--- src/rtl/uart_rx_fifo_pkg.sv ---
// Shared definitions for the UART receive buffer.
// Contents: data/counter widths and the flow-control state encoding.
package uart_rx_fifo_pkg;

  localparam int unsigned UART_DATA_W = 8;
  localparam int unsigned ERRCNT_W    = 8;

  typedef enum logic {
    FC_RUN   = 1'b0,
    FC_DRAIN = 1'b1
  } fc_state_e;

endpackage

--- src/rtl/uart_fifo_mem.sv ---
// Storage array for the UART receive FIFO: DEPTH entries of WIDTH bits.
// Ports:
//   clk   - write clock
//   we    - write enable
//   waddr - write address
//   wdata - write data ({err, data})
//   raddr - read address (asynchronous read)
//   rdata - read data
module uart_fifo_mem #(
  parameter int unsigned DEPTH = 16,
  parameter int unsigned WIDTH = 9
) (
  input  logic                     clk,
  input  logic                     we,
  input  logic [$clog2(DEPTH)-1:0] waddr,
  input  logic [WIDTH-1:0]         wdata,
  input  logic [$clog2(DEPTH)-1:0] raddr,
  output logic [WIDTH-1:0]         rdata
);

  logic [WIDTH-1:0] mem [DEPTH];

  // No reset: contents are only observable once pushed.
  always_ff @(posedge clk) begin
    if (we) begin
      mem[waddr] <= wdata;
    end
  end

  assign rdata = mem[raddr];

endmodule

--- src/rtl/uart_rx_fifo.sv ---
// Receive buffer downstream of the Uart8 receiver.
// Captures each completed byte and its framing-error flag on the rising edge of rxDone,
// presents entries on a first-word-fall-through valid/ready interface and throttles the
// receiver via rxEn using high/low watermarks (changed only between frames).
// Ports:
//   clk, rstN           - clock, asynchronous active-low reset
//   rxBusy/rxDone/rxErr - receiver status; rxByte - received byte
//   rxEn                - receiver enable (registered)
//   outData/outErr      - head entry; outValid - FIFO non-empty; outReady - consumer accept
//   count               - fill level
//   overflow / ovfClr   - sticky lost-byte flag and its synchronous clear
//   errCount            - saturating count of bytes flagged rxErr
module uart_rx_fifo
  import uart_rx_fifo_pkg::*;
#(
  parameter int unsigned DEPTH      = 16,
  parameter int unsigned HIGH_WATER = 12,
  parameter int unsigned LOW_WATER  = 4,
  parameter bit          DROP_ERR   = 1'b0
) (
  input  logic                     clk,
  input  logic                     rstN,
  input  logic                     rxBusy,
  input  logic                     rxDone,
  input  logic                     rxErr,
  input  logic [UART_DATA_W-1:0]   rxByte,
  output logic                     rxEn,
  output logic [UART_DATA_W-1:0]   outData,
  output logic                     outErr,
  output logic                     outValid,
  input  logic                     outReady,
  output logic [$clog2(DEPTH):0]   count,
  output logic                     overflow,
  input  logic                     ovfClr,
  output logic [ERRCNT_W-1:0]      errCount
);

  localparam int unsigned PtrW = $clog2(DEPTH);
  localparam int unsigned CntW = PtrW + 1;

  localparam logic [PtrW-1:0]     PtrOne   = PtrW'(1);
  localparam logic [CntW-1:0]     CntOne   = CntW'(1);
  localparam logic [CntW-1:0]     FullLvl  = CntW'(DEPTH);
  localparam logic [CntW-1:0]     HighLvl  = CntW'(HIGH_WATER);
  localparam logic [CntW-1:0]     LowLvl   = CntW'(LOW_WATER);
  localparam logic [ERRCNT_W-1:0] ErrMax   = '1;
  localparam logic [ERRCNT_W-1:0] ErrOne   = ERRCNT_W'(1);

  logic                 rx_done_q;
  logic [PtrW-1:0]      wr_ptr_q, rd_ptr_q;
  logic [CntW-1:0]      count_q, count_d;
  logic                 overflow_q;
  logic [ERRCNT_W-1:0]  err_count_q;
  fc_state_e            fc_q;
  logic                 rx_en_q;

  logic                 push, pop, full, store_req, push_acc, ovf_event;
  logic [UART_DATA_W:0] rd_word;

  // One push per byte regardless of whether rxDone is a pulse or a held level.
  assign push      = rxDone & ~rx_done_q;
  assign full      = (count_q == FullLvl);
  assign outValid  = (count_q != '0);
  assign pop       = outValid & outReady;
  assign store_req = push & ~(DROP_ERR & rxErr);
  // When full, a simultaneous pop frees the slot the push needs.
  assign push_acc  = store_req & (~full | pop);
  assign ovf_event = store_req & full & ~pop;

  always_comb begin
    count_d = count_q;
    if (push_acc && !pop) begin
      count_d = count_q + CntOne;
    end else if (!push_acc && pop) begin
      count_d = count_q - CntOne;
    end
  end

  always_ff @(posedge clk or negedge rstN) begin
    if (!rstN) begin
      rx_done_q   <= 1'b0;
      wr_ptr_q    <= '0;
      rd_ptr_q    <= '0;
      count_q     <= '0;
      overflow_q  <= 1'b0;
      err_count_q <= '0;
    end else begin
      rx_done_q <= rxDone;
      count_q   <= count_d;
      if (push_acc) begin
        wr_ptr_q <= wr_ptr_q + PtrOne;
      end
      if (pop) begin
        rd_ptr_q <= rd_ptr_q + PtrOne;
      end
      // Set wins over a same-cycle clear.
      if (ovf_event) begin
        overflow_q <= 1'b1;
      end else if (ovfClr) begin
        overflow_q <= 1'b0;
      end
      if (push && rxErr && (err_count_q != ErrMax)) begin
        err_count_q <= err_count_q + ErrOne;
      end
    end
  end

  // Flow control: only drop rxEn between frames so an in-flight byte is never truncated.
  always_ff @(posedge clk or negedge rstN) begin
    if (!rstN) begin
      fc_q    <= FC_RUN;
      rx_en_q <= 1'b1;
    end else begin
      unique case (fc_q)
        FC_RUN: begin
          if ((count_q >= HighLvl) && !rxBusy) begin
            fc_q    <= FC_DRAIN;
            rx_en_q <= 1'b0;
          end
        end
        FC_DRAIN: begin
          if (count_q <= LowLvl) begin
            fc_q    <= FC_RUN;
            rx_en_q <= 1'b1;
          end
        end
      endcase
    end
  end

  uart_fifo_mem #(
    .DEPTH (DEPTH),
    .WIDTH (UART_DATA_W + 1)
  ) u_mem (
    .clk   (clk),
    .we    (push_acc),
    .waddr (wr_ptr_q),
    .wdata ({rxErr, rxByte}),
    .raddr (rd_ptr_q),
    .rdata (rd_word)
  );

  assign outData  = rd_word[UART_DATA_W-1:0];
  assign outErr   = rd_word[UART_DATA_W];
  assign rxEn     = rx_en_q;
  assign count    = count_q;
  assign overflow = overflow_q;
  assign errCount = err_count_q;

endmodule

--- config.mk ---
export PLATFORM = sky130hd
export DESIGN_NAME = uart_rx_fifo
export DESIGN_NICKNAME = d
export VERILOG_FILES = /design/src/rtl/uart_rx_fifo_pkg.sv /design/src/rtl/uart_fifo_mem.sv /design/src/rtl/uart_rx_fifo.sv
export SDC_FILE = /design/constraint.sdc
export NUM_CORES = 1
export LEC_CHECK = 0
export CAP_MARGIN = 40
export CORE_MARGIN = 2
export CORE_UTILIZATION = 50
export CTS_BUF_LIST = sky130_fd_sc_hd__clkbuf_16
export DETAILED_ROUTE_END_ITERATION = 8
export GPL_TIMING_DRIVEN = 0
export PLACE_DENSITY = 0.69
export SYNTH_ARGS = -nofsm -noshare
export SYNTH_HDL_FRONTEND = slang
export SYNTH_HIERARCHICAL = 1
export SYNTH_SLANG_ARGS = --single-unit
--- constraint.sdc ---
create_clock -name clk -period 7 [get_ports clk]
set_input_delay 1.4 -clock clk [delete_from_list [all_inputs] [get_ports clk]]
set_output_delay 1.4 -clock clk [all_outputs]
set_load 0.005 [all_outputs]
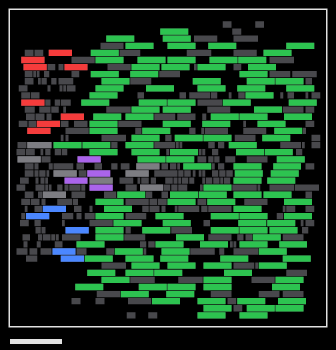
run_1/flops_by_reg.png
Scale bar: 20 um. Other sequential cells in the stronger grey, the rest of the logic in the fainter grey.
[u_mem/mem] green | sequential cells: 144
[errCount] red | sequential cells: 8 | where: top left
[rd_ptr_q] purple | sequential cells: 4 | where: left middle
[count] blue | sequential cells: 5
not coloured: 8
Seq group: 1.32 mW
Final Core Density: 0.6127

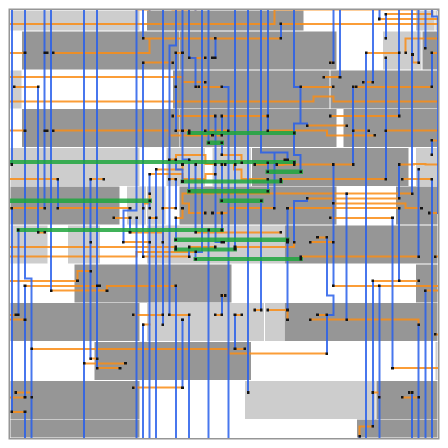
run_1/detail.png
Region (76, 15) to (106, 45) um. Cells in grey, sequential cells in the stronger grey; small squares are vias.
[metal 3] green
[metal 2] blue
[metal 1] orange
sequential cells in the window: 17
most frequent: edfxtp_1 (17)
cells with their middle in the window: 30
netlist names of flops here include: u_mem/mem (17)

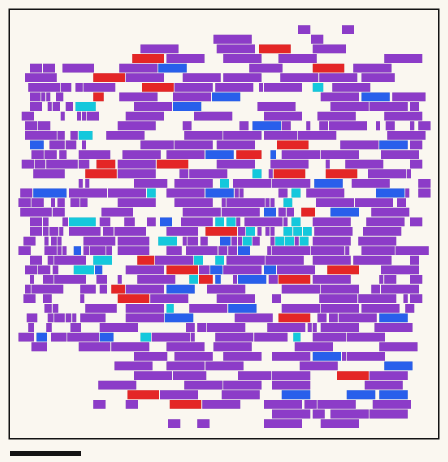
run_1/sizes.png
Scale bar: 20 um.
[_2 cells] blue | cells: 35 | share: 7.9%
[_3 and _4 cells] cyan | cells: 29 | share: 6.6%
[_6 and larger] red | cells: 26 | share: 5.9%
[_0 and _1 cells] purple | cells: 352 | share: 80%
final worst setup slack: 2.773 ns
post-route standard cell area excluding fillers: 8178 um2

==> Changelog: implementation, run 1 <==
## Implementation

- Power dissipated in combinational cells: roughly 1 mW
- Number of iterations in the first detailed-routing pass: 5
- Number of setup violations in the final report: 0
- Max VDD drop: 0.0002393 V
- Busiest layer in global routing: met2
- Data arrival time of the worst path: about 2.8 ns
- Cell Rows: between 40 and 50
- Number of inserted diodes: 0
- DR WL met3: ~760 um
- Most frequently used flop master after synthesis: sky130_fd_sc_hd__edfxtp_1
- Pin count of the biggest net entering global routing: 19
- Compound-cell area share of the yosys netlist: 0.03974
- Area share of the leading cell type in the synthesized netlist: 0.6300
- Final setup TNS: 0 ns
- Endpoint of the worst-slack reg-to-reg timing path: u_mem/mem[1][7]
- Vias in the first global route: about 3600
- Post-CTS setup repair buffer count: 0
- RSZ-0062 raised after global routing: no
- Main area contributors: sky130_fd_sc_hd__edfxtp_1, sky130_fd_sc_hd__dfrtp_1, sky130_fd_sc_hd__mux4_2, sky130_fd_sc_hd__mux4_1, sky130_fd_sc_hd__a22oi_1
- Nets: roughly 450
- Yosys Chip Area: 6864 um2
- Critical path startpoint category: flip-flop
- M3 GR Usage: 0.05263
- Cells in synth_stat.txt: 354
- Number of levels in the clock H-tree: 4
- Internal power: 2.234 mW
- # IOs: approximately 40
- Slew headroom: 0.4903
- Post-DR vias/cell: 5.801
- Clk. pwr: around 850 uW
- Group with the largest share of power: sequential cells
- Ordered list of cells on the worst path: clkbuf_8 -> clkbuf_1 -> mux4_2 -> a22oi_1 -> nand2_1 -> clkdlybuf4s50_1
- Most common cell after layout, fill and taps aside: sky130_fd_sc_hd__edfxtp_1
- Layout overhead on the synthesized area: 19.14%
- Number of cells traversed by the worst hold path: 1
- Total via count after detailed routing: 3585
- Critical hold path startpoint: fc_q
- Reg2reg path depth: 5
- Switching Fraction: 0.2970
- Highest clock rate: between 200 and 250 MHz
- Required time at the endpoint of the critical path: around 5.6 ns
- Global Route Usage Sum: 0.2044
- Overall overflow remaining after global route: 0
- Worst R2R Start: count[0]
- Synth Area per Inst: around 19 um2
- Core outline area: about 13000 um2
- Highest layer used for signal routing: met4
- Input/output buffers: 39
- Classification of the worst setup path: reg2out
- Top cell family by delay on the critical path: buffers and inverters
- CTS sink cnt: 169
- Synthesized instance count: 354
- Post-synth tally of flip-flops with integrated enable: between 100 and 150
- Final hold vios: 0
- Sum of buffers and inverters on the critical path: 3
- Final worst clock skew: 0.007787 ns
- Sort of element at the end of the critical path: primary output
- Maximum number of buffers from clock root to sink: 2
- Proportion of synthesized chip area in sequential cells: 0.7213
- Cell types with the highest counts after synthesis: sky130_fd_sc_hd__edfxtp_1, sky130_fd_sc_hd__dfrtp_1, sky130_fd_sc_hd__mux4_2
- Global-route wire length before repair: around 21000 um
- Transition at the pin with the smallest max-transition slack: 0.7617 ns
- Post-route DRC: 0
- Cell Count, Final, Fillers Out: 618
- Clock tree from TritonCTS: done
- Pre-CTS WS: ~3.0 ns
- Endpoint, Worst Hold: fc_q
- Slowest-stage cell, CP: sky130_fd_sc_hd__clkbuf_1
- Number of OpenROAD warnings: 26
- Synth warnings: 6
- Worst-case register-to-register setup slack: between 4 and 5 ns
- Floorplan Utilization: 0.5142
- Largest incremental delay on the critical path: about 0.57 ns
- Synth flops: approximately 170
- Number of resized instances in the post-cts repair step: 0
- Critical Path Start: rd_ptr_q[1]
- Max-slew violation count: 0
- Full die area: between 10000 and 15000 um2
- Minimum period implied by the final worst setup slack: approximately 4.2 ns
- DIE WIDTH: 121.2 um
- Number of antenna violations at the first check in global routing: 0
- Post-cts hold-fix buffer tally: 0
- Adder-cell share of the synthesized area: 0.01568
- Dpl cells: roughly 590
- Cell area after synthesis: roughly 6900 um2
- Post-synth top area cell: sky130_fd_sc_hd__edfxtp_1
- Run status: completed
- GPL Wtd Cong: 0.7574
- Drt initial violations: around 400
- Synth async-reset ratio: 0.1479
- End point of the critical path: outData[7]
- Dominant cell by count in the synthesized netlist: sky130_fd_sc_hd__edfxtp_1
- Count of distinct cell types in the synthesized netlist: roughly 47
- Average wire per cell in the routed design: approximately 22 um
- Met1 Routed Length: between 5000 and 6000 um
- Most frequent logic cells in the routed design: sky130_fd_sc_hd__edfxtp_1, sky130_fd_sc_hd__clkdlybuf4s50_1, sky130_fd_sc_hd__dfrtp_1, sky130_fd_sc_hd__mux4_2
- Period utilisation layout: 0.6039
- Met1 track utilization from global routing: 0.2837
- Sequential share of power: 0.417
- Clock share of power: 0.267
- XOR/XNOR Area Share: 0.01786
- Worst hold-check path type: reg2reg
- Total power divided by cell area: between 300 and 400 nW/um2
- Die height: approximately 120 um
- Worst path depth: 6
- Estimated wirelength of the detail-placed design: between 9000 and 10000 um
- Top logic family: multiplexers
- Logic pwr share: 0.316
- Leakage power summed over all cells: between 2 and 3 nW
- Met2 wire length: approximately 7000 um
- Total Wirelength: about 14000 um
- Post-Synth Simple-Gate Area: 0.04976
- Total CTS buffers: 17
- Multiplexer area fraction after synthesis: 0.1369
==> run 1: layout make-up <==
class                           instances  area [um2]
Fill cell                             976        5170
Sequential cell                       169        4951
Multi-Input combinational cell        168        1804
Timing Repair Buffer                   56       525.5
Clock buffer                           19       475.5
Tap cell                              176       220.2
Buffer                                 11       106.4
Clock inverter                         13       72.57
Inverter                                6       22.52
==> run 1: stage by stage <==
stage | hold slack [ns] | power, mW
finish | 0.5046 | 3.178
global route | 0.5399 | 3.342
CTS | 0.5089 | 3.208
detailed placement | 0.4959 | 2.351
global placement | 0.4766 | 2.309
floorplan | 0.4544 | 1.931
==> run 1: flip-flops by register name (all words and copies together) (netlist names) <==
register and cells:
u_mem/mem 144, errCount 8, count 5, rd_ptr_q 4, wr_ptr_q 4, fc_q 1, overflow 1, rxEn 1
rx_done_q 1
==> inputs of run 2 (changes only) <==
==> constraint.sdc (replaced) <==
create_clock -name clk -period 4.2 [get_ports clk]
set_input_delay 0.84 -clock clk [delete_from_list [all_inputs] [get_ports clk]]
set_output_delay 0.84 -clock clk [all_outputs]
set_load 0.005 [all_outputs]
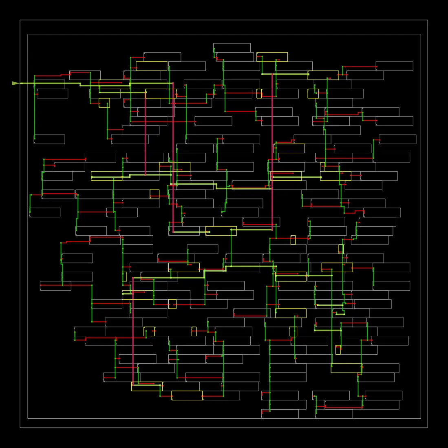
run_2/clocks.png
total of clock buffers placed in the layout: 19
CTS sink cnt: 169
clk ins delay skew pair: 0.42 ns

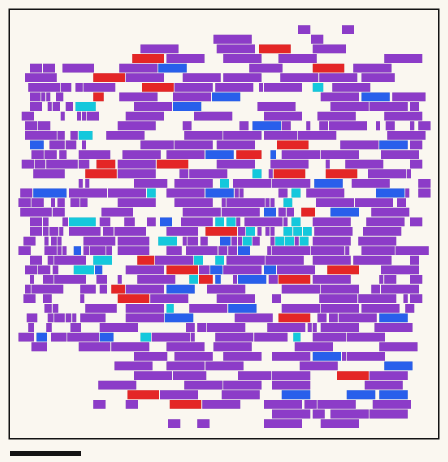
run_2/sizes.png
Scale bar: 20 um.
[_2 cells] blue | cells: 35 | share: 7.9%
[_0 and _1 cells] purple | cells: 352 | share: 80%
[_6 and larger] red | cells: 26 | share: 5.9%
[_3 and _4 cells] cyan | cells: 29 | share: 6.6%
layout overhead on the synthesized area: 19.14%
number of ordinary and repair buffers in the finished layout: 67
final worst setup slack: 0.5326 ns

==> run 2 against run 1 <==
Combinational power increased by 67%. Via count is the same. Clock power is 67% higher. Sequential power increased by 67%. Utilization is the same. Final area unchanged. Register-to-register slack worse by 2.8 ns. Non-clock buffer count unchanged. Critical path depth unchanged. Die size is the same. Global-route usage is the same. Cell count stayed put.
==> Changelog: implementation, run 2 <==
## Implementation

- Number of OpenROAD warnings: 26
- XOR/XNOR Area Share: 0.01786
- Area share of the leading cell type in the synthesized netlist: 0.6300
- Required time at the endpoint of the critical path: 3.36 ns
- Die height: around 120 um
- Count of flip-flops and latches: 169
- Net Switching: approximately 1.6 mW
- Cell area after synthesis: just under 7000 um2
- Sort of element at the end of the critical path: primary output
- Period utilisation layout: 0.8732
- Number of antenna violations at the first check in global routing: 0
- Classification of the worst setup path: reg2out
- Logic pwr share: 0.316
- Post-Synth Simple-Gate Area: 0.04976
- Minimum period implied by the final worst setup slack: roughly 3.7 ns
- Number of resized instances in the post-cts repair step: 0
- Critical path startpoint category: flip-flop
- Top cell family by delay on the critical path: buffers and inverters
- Slew headroom: 0.4903
- Pre-CTS WS: approximately 0.76 ns
- Sequential share of power: 0.417
- Most frequent logic cells in the routed design: sky130_fd_sc_hd__edfxtp_1, sky130_fd_sc_hd__clkdlybuf4s50_1, sky130_fd_sc_hd__dfrtp_1, sky130_fd_sc_hd__mux4_2
- Adder-cell share of the synthesized area: 0.01568
- Area-dominant cell class after layout: sequential cells
- Top logic family: multiplexers
- Worst R2R Start: count[0]
- Critical Path Start: rd_ptr_q[1]
- Input/output buffers: 39
- Critical hold path startpoint: fc_q
- Register fraction of the total cell area: 0.6054
- Leakage power summed over all cells: between 2 and 3 nW
- Design Power: 5.297 mW
- Ordered list of cells on the worst path: clkbuf_8 -> clkbuf_1 -> mux4_2 -> a22oi_1 -> nand2_1 -> clkdlybuf4s50_1
- Total Wirelength: 13680 um
- Run status: completed
- Overall overflow remaining after global route: 0
- Number of setup violations in the final report: 0
- Count of distinct cell types in the synthesized netlist: between 40 and 50
- Total power divided by cell area: between 600 and 700 nW/um2
- Max-slew violation count: 0
- Number of nets with antenna violations after routing: 0
- Worst hold-check path type: reg2reg
- DR WL met3: between 700 and 800 um
- Number of flip-flops in the largest register: ~140
- Count of multi-input combinational gates: 168
- Met1 Routed Length: 5847 um
- Post-synth top area cell: sky130_fd_sc_hd__edfxtp_1
- Vias in the first global route: roughly 3600
- Well-tap cell count: approximately 180
- Maximum number of buffers from clock root to sink: 2
- Highest clock rate: approximately 270 MHz
- Proportion of synthesized chip area in sequential cells: 0.7213
- Max VDD drop: around 0.0004 V
- Switching Fraction: 0.2970
- Synth async-reset ratio: 0.1479
- Logic share of the area: 0.2206
- Compound-cell area share of the yosys netlist: 0.03974
- Max-cap violations: 0
- Data arrival time of the worst path: 2.83 ns
- Synth flops: between 150 and 200
- Cell Rows: approximately 42
- Internal power: between 3 and 4 mW
- Number of inserted diodes: 0
- Global Route Usage Sum: 0.2044
- Slowest-stage cell, CP: sky130_fd_sc_hd__clkbuf_1
- Yosys Chip Area: approximately 6900 um2
- Cell chosen for the clock root: sky130_fd_sc_hd__clkbuf_16
- Total via count after detailed routing: ~3600
- Synthesized instance count: 354
- Sum of buffers and inverters on the critical path: 3
- Fillers: 976
- Drt initial violations: 390
- Post-synth tally of flip-flops with integrated enable: about 140
- Cell types with the highest counts after synthesis: sky130_fd_sc_hd__edfxtp_1, sky130_fd_sc_hd__dfrtp_1, sky130_fd_sc_hd__mux4_2
- RSZ-0062 raised after global routing: no
- DIE WIDTH: around 120 um
- Multiplexer area fraction after synthesis: 0.1369
- Core outline area: about 13000 um2
- Net count after synthesis: around 380
- Highest layer used for signal routing: met4
- Estimated wirelength of the detail-placed design: a little over 9000 um
- GPL Wtd Cong: approximately 0.76
- Number of non-clock inverters: 6
- Number of iterations in the first detailed-routing pass: 5
- Average wire per cell in the routed design: 22.14 um
- Clock tree from TritonCTS: done
- Data buffer area share: 0.07726
- Transition at the pin with the smallest max-transition slack: between 0.7 and 0.8 ns
- Final hold vios: 0
- # IOs: ~40
- Post-DR vias/cell: between 5 and 6
- Final setup TNS: 0 ns
- Cells in synth_stat.txt: 354
- Number of levels in the clock H-tree: 4
- Seq group: between 2 and 2.5 mW
- Pin count of the biggest net entering global routing: 19
- Proportion of layout cells with a drive suffix above 1: 0.2036
- Met1 track utilization from global routing: 0.2837
- Synth Area per Inst: about 19 um2
- Area of the multi-input gates: 1804 um2
- Post-CTS setup repair buffer count: 0
- Nets: roughly 450
- Full die area: 14680 um2
- Busiest layer in global routing: met2
- Power dissipated in combinational cells: 1.67 mW
- Met2 wire length: 6894 um
- Register name with the most flops: u_mem/mem
- Total CTS buffers: 17
- Clock buf/inv share: 0.06701
- Met2 layer usage reported by global route: 0.3220
- Max Fanout on Critical Path: 10
- Floorplan Utilization: 0.5142
- Group with the largest share of power: sequential cells
- Global-route wire length before repair: 21130 um
- Most common cell after layout, fill and taps aside: sky130_fd_sc_hd__edfxtp_1
- Most frequently used flop master after synthesis: sky130_fd_sc_hd__edfxtp_1
- Clock-pin slew on the worst setup and hold paths: 0.06 ns
- Post-route DRC: 0
- Dominant cell by count in the synthesized netlist: sky130_fd_sc_hd__edfxtp_1
- M3 GR Usage: 0.05263
- Largest incremental delay on the critical path: about 0.57 ns
- Post-cts hold-fix buffer tally: 0
- Sequential standard cell area: about 5000 um2
- Synth warnings: 6
- Main area contributors: sky130_fd_sc_hd__edfxtp_1, sky130_fd_sc_hd__dfrtp_1, sky130_fd_sc_hd__mux4_2, sky130_fd_sc_hd__mux4_1, sky130_fd_sc_hd__a22oi_1
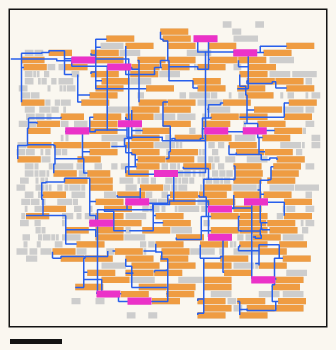
run_2/clk_routes.png
Scale bar: 20 um.
[flip-flops] orange | count: 169
[clock drivers] magenta | count: 17
[clock wires] blue | length: 1700 um
flops lie: spread over the die
routed clock nets: 18
Clk. pwr: 1.42 mW
clock share of power: 0.267
final worst clock skew: 0.007787 ns

==> run 2: path summary, 6_finish.rpt <==
| path | to | slack (ns) | depth (start not counted) |
|---|---|---|---|
| setup reg to reg | u_mem/mem[1][7] | 1.65 | 5 |
| hold / removal | fc_q | 0.50 | 1 |
| min in group asynchronous | errCount[2] | 0.71 | 1 |
| max in group asynchronous | rxEn | 2.95 | 2 |
| hold reg to reg | fc_q | 0.50 | 1 |
| setup / recovery | outData[7] | 0.53 | 6 |
==> run 2: stage by stage <==
step	instance area [um2]	instances	utilization	hold WS, ns
6_report	8178	618	0.6127	0.5046
5_1_grt	8178	618	0.6127	0.5399
4_1_cts	8178	618	0.6127	0.5089
3_5_place_dp	7630	586	0.5716	0.4959
3_3_place_gp	7475	569	0.5600	0.4766
2_1_floorplan	6864	354	-	0.4544
Power figures rest on the tool's default switching activity, not on a simulated workload.
